File: src/rtl/uart_cmd_parser.sv
// Framed command decoder behind the UART byte receiver.
// Accepts HEADER/cmd/arg/XOR-checksum packets and drives the buzzer enable and error counters.
module uart_cmd_parser #(
  parameter logic [7:0] HEADER         = 8'hA5,
  parameter int         TIMEOUT_CYCLES = 1000000,
  parameter int         ERR_W          = 8
) (
  input  logic             Clock,
  input  logic             Reset,
  input  logic             arrived,
  input  logic [7:0]       data,
  output logic             cmd_valid,
  output logic [7:0]       cmd,
  output logic [7:0]       arg,
  output logic             buzz_en,
  output logic             busy,
  output logic [ERR_W-1:0] chk_err_cnt,
  output logic [ERR_W-1:0] tmo_err_cnt
);

  localparam int                TMR_W    = $clog2(TIMEOUT_CYCLES);
  localparam logic [TMR_W-1:0]  TMR_LAST = TMR_W'(TIMEOUT_CYCLES - 1);
  localparam logic [7:0]        CMD_OFF  = 8'h88;
  localparam logic [7:0]        CMD_ON   = 8'h99;

  typedef enum logic [1:0] {
    ST_IDLE    = 2'd0,
    ST_GOT_HDR = 2'd1,
    ST_GOT_CMD = 2'd2,
    ST_GOT_ARG = 2'd3
  } state_t;

  state_t             state_r;
  logic [TMR_W-1:0]   timer_r;
  logic [7:0]         cmd_sh_r;
  logic [7:0]         arg_sh_r;
  logic               cmd_valid_r;
  logic [7:0]         cmd_r;
  logic [7:0]         arg_r;
  logic               buzz_en_r;
  logic [ERR_W-1:0]   chk_err_cnt_r;
  logic [ERR_W-1:0]   tmo_err_cnt_r;
  logic               timeout_s;
  logic               chk_ok_s;

  function automatic logic [7:0] packet_chk(input logic [7:0] hdr,
                                            input logic [7:0] c,
                                            input logic [7:0] a);
    return hdr ^ c ^ a;
  endfunction

  function automatic logic [ERR_W-1:0] sat_inc(input logic [ERR_W-1:0] v);
    logic [ERR_W-1:0] r;
    if (v == {ERR_W{1'b1}}) begin
      r = v;
    end else begin
      r = v + {{(ERR_W-1){1'b0}}, 1'b1};
    end
    return r;
  endfunction

  // Expiry and checksum qualifiers for the current cycle
  always_comb begin
    timeout_s = 1'b0;
    chk_ok_s  = 1'b0;
    if ((state_r != ST_IDLE) && !arrived && (timer_r == TMR_LAST)) begin
      timeout_s = 1'b1;
    end else begin
      timeout_s = 1'b0;
    end
    if (data == packet_chk(HEADER, cmd_sh_r, arg_sh_r)) begin
      chk_ok_s = 1'b1;
    end else begin
      chk_ok_s = 1'b0;
    end
  end

  // Packet FSM, inter-byte timer, decoded outputs and error counters
  always_ff @(posedge Clock) begin
    if (Reset) begin
      state_r       <= ST_IDLE;
      timer_r       <= '0;
      cmd_sh_r      <= 8'h00;
      arg_sh_r      <= 8'h00;
      cmd_valid_r   <= 1'b0;
      cmd_r         <= 8'h00;
      arg_r         <= 8'h00;
      buzz_en_r     <= 1'b1;
      chk_err_cnt_r <= '0;
      tmo_err_cnt_r <= '0;
    end else begin
      cmd_valid_r <= 1'b0;

      // An arriving byte always wins over an expiry in the same cycle
      if (arrived || (state_r == ST_IDLE) || timeout_s) begin
        timer_r <= '0;
      end else begin
        timer_r <= timer_r + TMR_W'(1);
      end

      case (state_r)
        ST_IDLE: begin
          if (arrived && (data == HEADER)) begin
            state_r <= ST_GOT_HDR;
          end else begin
            state_r <= ST_IDLE;
          end
        end
        ST_GOT_HDR: begin
          if (arrived) begin
            cmd_sh_r <= data;
            state_r  <= ST_GOT_CMD;
          end else if (timeout_s) begin
            state_r       <= ST_IDLE;
            tmo_err_cnt_r <= sat_inc(tmo_err_cnt_r);
          end else begin
            state_r <= ST_GOT_HDR;
          end
        end
        ST_GOT_CMD: begin
          if (arrived) begin
            arg_sh_r <= data;
            state_r  <= ST_GOT_ARG;
          end else if (timeout_s) begin
            state_r       <= ST_IDLE;
            tmo_err_cnt_r <= sat_inc(tmo_err_cnt_r);
          end else begin
            state_r <= ST_GOT_CMD;
          end
        end
        ST_GOT_ARG: begin
          if (arrived) begin
            state_r <= ST_IDLE;
            if (chk_ok_s) begin
              cmd_r       <= cmd_sh_r;
              arg_r       <= arg_sh_r;
              cmd_valid_r <= 1'b1;
              case (cmd_sh_r)
                CMD_OFF: buzz_en_r <= 1'b0;
                CMD_ON:  buzz_en_r <= 1'b1;
                default: buzz_en_r <= buzz_en_r;
              endcase
            end else begin
              chk_err_cnt_r <= sat_inc(chk_err_cnt_r);
            end
          end else if (timeout_s) begin
            state_r       <= ST_IDLE;
            tmo_err_cnt_r <= sat_inc(tmo_err_cnt_r);
          end else begin
            state_r <= ST_GOT_ARG;
          end
        end
        default: begin
          state_r <= ST_IDLE;
        end
      endcase
    end
  end

  assign cmd_valid   = cmd_valid_r;
  assign cmd         = cmd_r;
  assign arg         = arg_r;
  assign buzz_en     = buzz_en_r;
  assign chk_err_cnt = chk_err_cnt_r;
  assign tmo_err_cnt = tmo_err_cnt_r;
  assign busy        = (state_r != ST_IDLE);

endmodule
File: config.mk
export PLATFORM = sky130hd
export DESIGN_NAME = uart_cmd_parser
export DESIGN_NICKNAME = d
export VERILOG_FILES = /design/src/rtl/uart_cmd_parser.sv
export SDC_FILE = /design/constraint.sdc
export NUM_CORES = 1
export LEC_CHECK = 0
export ABC_CLOCK_PERIOD_IN_PS = 4510
export CORE_MARGIN = 2
export CORE_UTILIZATION = 44
export CTS_CLUSTER_DIAMETER = 100
export DETAILED_ROUTE_END_ITERATION = 6
export HOLD_SLACK_MARGIN = 0.12
export PLACE_DENSITY = 0.74
export SLEW_MARGIN = 40
export SYNTH_ARGS = -nofsm -noshare
export SYNTH_HDL_FRONTEND = slang
export SYNTH_SLANG_ARGS = --single-unit
File: constraint.sdc
create_clock -name Clock -period 4.51 [get_ports Clock]
set_input_delay 0.902 -clock Clock [delete_from_list [all_inputs] [get_ports Clock]]
set_output_delay 0.902 -clock Clock [all_outputs]
set_load 0.01 [all_outputs]
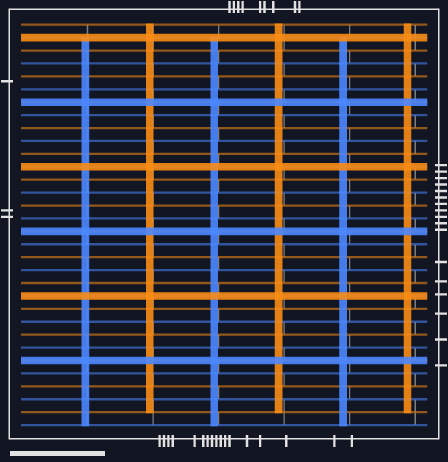
**Above:** supply network.
The bar under the picture is 20 microns long. Pins as bars on the die edge. Tap cells in grey.
Orange stands for VDD. Blue stands for VSS.
6 straps on met5. 32 met1 rails follow the rows.
Core ar.: 0.007214 sq mm
worst vdd ir: 150.9 uV
Vert. Die Dim: 90.14 microns
die width: 90.14 microns

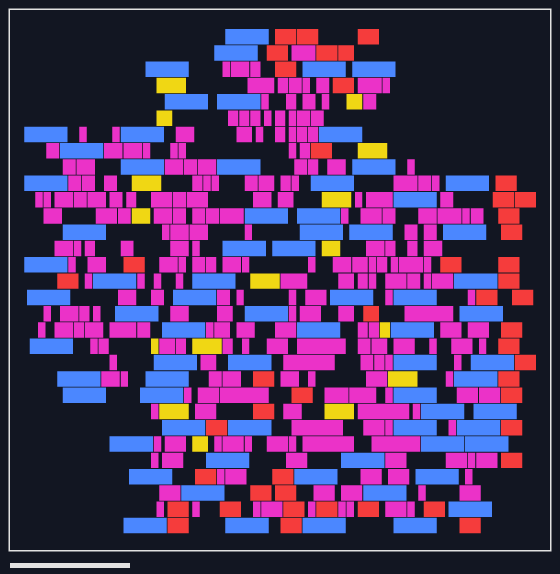
**Above:** cell classes on the final placement.
The bar under the picture is 20 microns long.
Yellow stands for clock drivers and dummy loads, cells 16. Magenta stands for all other logic, cells 250. Red stands for other buffers and delay cells, cells 46. Blue stands for flip-flops, cells 72.
Seq area share: 0.3647
row count: 31
cell area after layout: 0.003953 sq mm
fin util: 0.5479

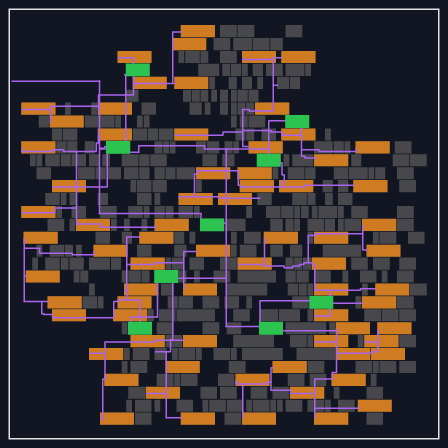
**Above:** clock wires, drivers and flops.
Purple stands for clock wires, length 918 microns. Orange stands for flip-flops, count 72. Green stands for cells driving clock nets, count 9.
Position of the flops: all over the die.
clock latency on the worst-skew pair: 0.35 ns
clock network fraction of total power: 0.392
Clk. pwr: 0.456 mW

==> ci_impl_report.md <==
### Yosys + OpenROAD results

| Metric | Value |
|---|---|
| Status | completed |
| Slew @ Worst Pin | 0.6470 ns |
| Largest power group | sequential cells |
| Post-CTS Setup Repair Bufs | 0 |
| Top-area cell share | 0.4415 |
| Met2 WL | 2.912 mm |
| CTS root buffer | clkbuf_8 |
| Initial antenna violation count | 0 |
| Met3 Use GR | 0.05197 |
| Yosys top cell by area | dfxtp_1 |
| Crit Path Class | input pin to flop |
| Most frequently placed logic cells in the final layout | dfxtp_1, nor2_1, clkdlybuf4s50_1, mux2i_1 |
| Synth Area in Adders | 0.01150 |
| I/O Buffers | 45 |
| Post-Syn Instances | 337 |
| Met1 usage | 0.2302 |
| Seq pwr share | 0.556 |
| Vias in the first global route | 2301 |
| Crit path time final | 2.841 ns |
| Clock transition at path regs | 0.08 ns |
| Max stage delay on crit path | 0.54 ns |
| Synth cell count leaders | dfxtp_1, nor2_1, mux2i_1 |
| Layout cells sized above 1 | 0.07813 |
| Initial Util | 0.4525 |
| Drt first pass iters | 4 |
| Drc violations | 0 |
| Hold crit path type | flop to flop |
| Relative slew slack | 0.5647 |
| Worst Setup Slack, final | 1.669 ns |
| AO/OA Area Share | 0.03871 |
| Vias per cell | 5.091 |
| Gr ovfl total | 0 |
| Via count | 2459 |
| Yosys xor share | 0.1184 |
| Synthesized area | 0.003264 sq mm |
| Combinational power share | 0.052 |
| Number of gates resized after CTS | 0 |
| Final-report hold violation count | 0 |
| Register area | 0.001441 sq mm |
| Syn Nets | 351 |
| Leakage power | 1.601 nW |
| Top cells by area | dfxtp_1, mux2i_1, nor2_1 |
| First-pass GRT wire length | 11.10 mm |
| Placed Area | 0.003780 sq mm |
| CTS H-Tree Depth | 3 |
| Sw Ratio | 0.2505 |
| # clock sinks | 72 |
| Chip Area, Yosys | 0.003264 sq mm |
| DR top layer | met4 |
| Setup TNS | 0 ns |
| Worst path cell trace | clkdlybuf4s50_1 -> xnor3_1 -> nor4_2 -> a21oi_1 -> nand4_1 -> mux2_2 |
| Post-synth seq share | 0.4415 |
| Met3 WL | 243 microns |
| # diodes | 0 |
| CP max stage cell | nor4_2 |
| Area Growth Syn to Fin | 21.08% |
| Simple Share, Synth | 0.2449 |
| RSZ-0062 raised after global routing | no |
| Final tally of setup violations | 0 |
| Main logic family | simple AND/OR/NAND/NOR gates |
| PD cells | 294.5 mW/mm^2 |
| Dominant Register Cell | dfxtp_1 |
| Most frequent logic cell in the layout | dfxtp_1 |
| GPL Wtd Cong | 0.8245 |
| Routed Antenna Nets | 0 |
| Final wirelength | 6.587 mm |
| Crit end category | flop |
| Synth Area per Inst | 9.687 sq um |
| Clk_skew | 0.01021 ns |
| R2R Setup Slk | 1.98 ns |
| Yosys reg bits | 72 |
| Total die size | 0.008124 sq mm |
| CTS max path bufs | 2 |
| Yosys cell types | 45 |
| P_seq | 0.647 mW |
| Max-Cap Viols | 0 |
| Busiest grt layer | met2 |
| Met2 Use GR | 0.2494 |
| Multi-input logic area | 0.001737 sq mm |
| P_int | 0.8723 mW |
| Critical path peak fanout | 7 |
| MUX share of area | 0.1184 |
| Comb power | 0.0606 mW |
| Detailed Place HPWL | 4.555 mm |
| Period utilisation layout | 0.6300 |
| Post-CTS Hold Fix Bufs | 0 |
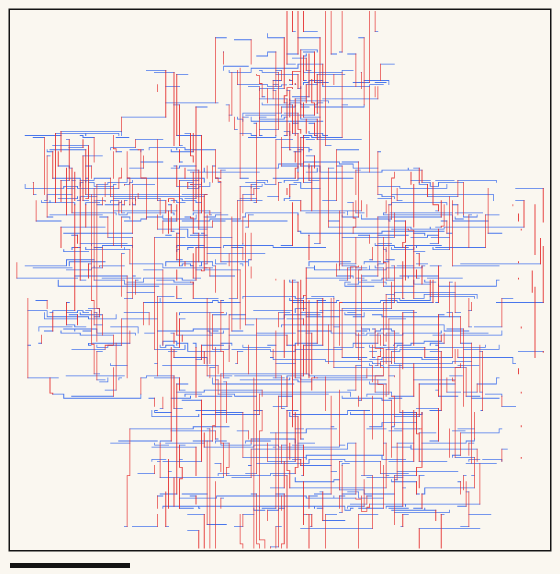
**Above:** metal layers overlaid.
The bar under the picture is 20 microns long. Two of the layers only.
Blue stands for met1, wire length 3350 microns. Red stands for met2, wire length 2910 microns.
Routed WL per cell: 13.64 microns
GRT Resource Usage Total: 0.1671

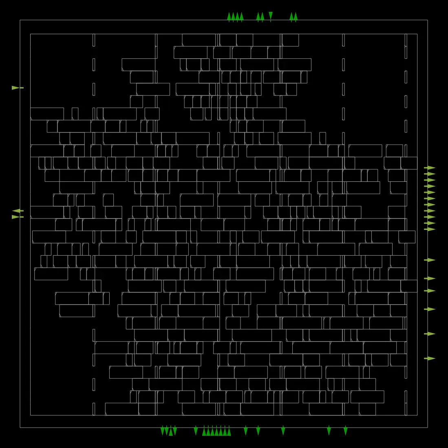
**Above:** placement view.
final std cells w/o fill: 483
flop count: 72

## area by class of cell
type / count / share of cell area
Sequential cell: 72 / 0.3647
Multi-Input combinational cell: 244 / 0.4394
Clock buffer: 10 / 0.03229
Inverter: 6 / 0.005698
Timing Repair Buffer: 46 / 0.1152
Tap cell: 99 / 0.03134
Clock inverter: 6 / 0.01140
## worst paths after layout
check                        start                          end  depth (start not counted)
max                        data[7]  chk_err_cnt[5]$_SDFFE_PP0P_                          6
min          timer_r[0]$_SDFF_PP0_        timer_r[0]$_SDFF_PP0_                          1
max reg2reg  timer_r[0]$_SDFF_PP0_  tmo_err_cnt[5]$_SDFFE_PP0P_                          6
min reg2reg  timer_r[0]$_SDFF_PP0_        timer_r[0]$_SDFF_PP0_                          1
## stage by stage
step	util	hold slack [ns]	total power [mW]	std cells
2_1_floorplan	-	0.4296	0.6987	337
3_3_place_gp	0.5236	0.4476	0.7208	467
3_5_place_dp	0.5239	0.4779	0.7226	467
4_1_cts	0.5479	0.4993	1.176	483
5_1_grt	0.5479	0.5208	1.215	483
6_report	0.5479	0.4930	1.164	483
## logic make-up (layout without fill, tap and decap cells)
kind of cell / after synthesis / count (layout)
adder cells (fa/ha/maj): 3 / 3
AND-OR/OR-AND: 20 / 20
AND/OR/NAND/NOR: 152 / 152
flip-flops: 72 / 72
buffers and inverters: 21 / 68
XOR/XNOR: 31 / 31
multiplexers: 38 / 38
## worst max-delay path: cells and delay by family
family          cells  cell delay [ns]
compound gates      1             0.32
buf+inv             1             0.52
mux                 1             0.33
xor+xnor            1             0.26
simple gates        2             0.73
## state kept, by name (all words and copies together) (netlist names)
register	flops
arg	8
arg_sh_r	8
buzz_en	1
chk_err_cnt	8
cmd	8
cmd_sh_r	8
cmd_valid	1
state_r	2
timer_r	20
tmo_err_cnt	8
Power figures rest on the tool's default switching activity, not on a simulated workload.
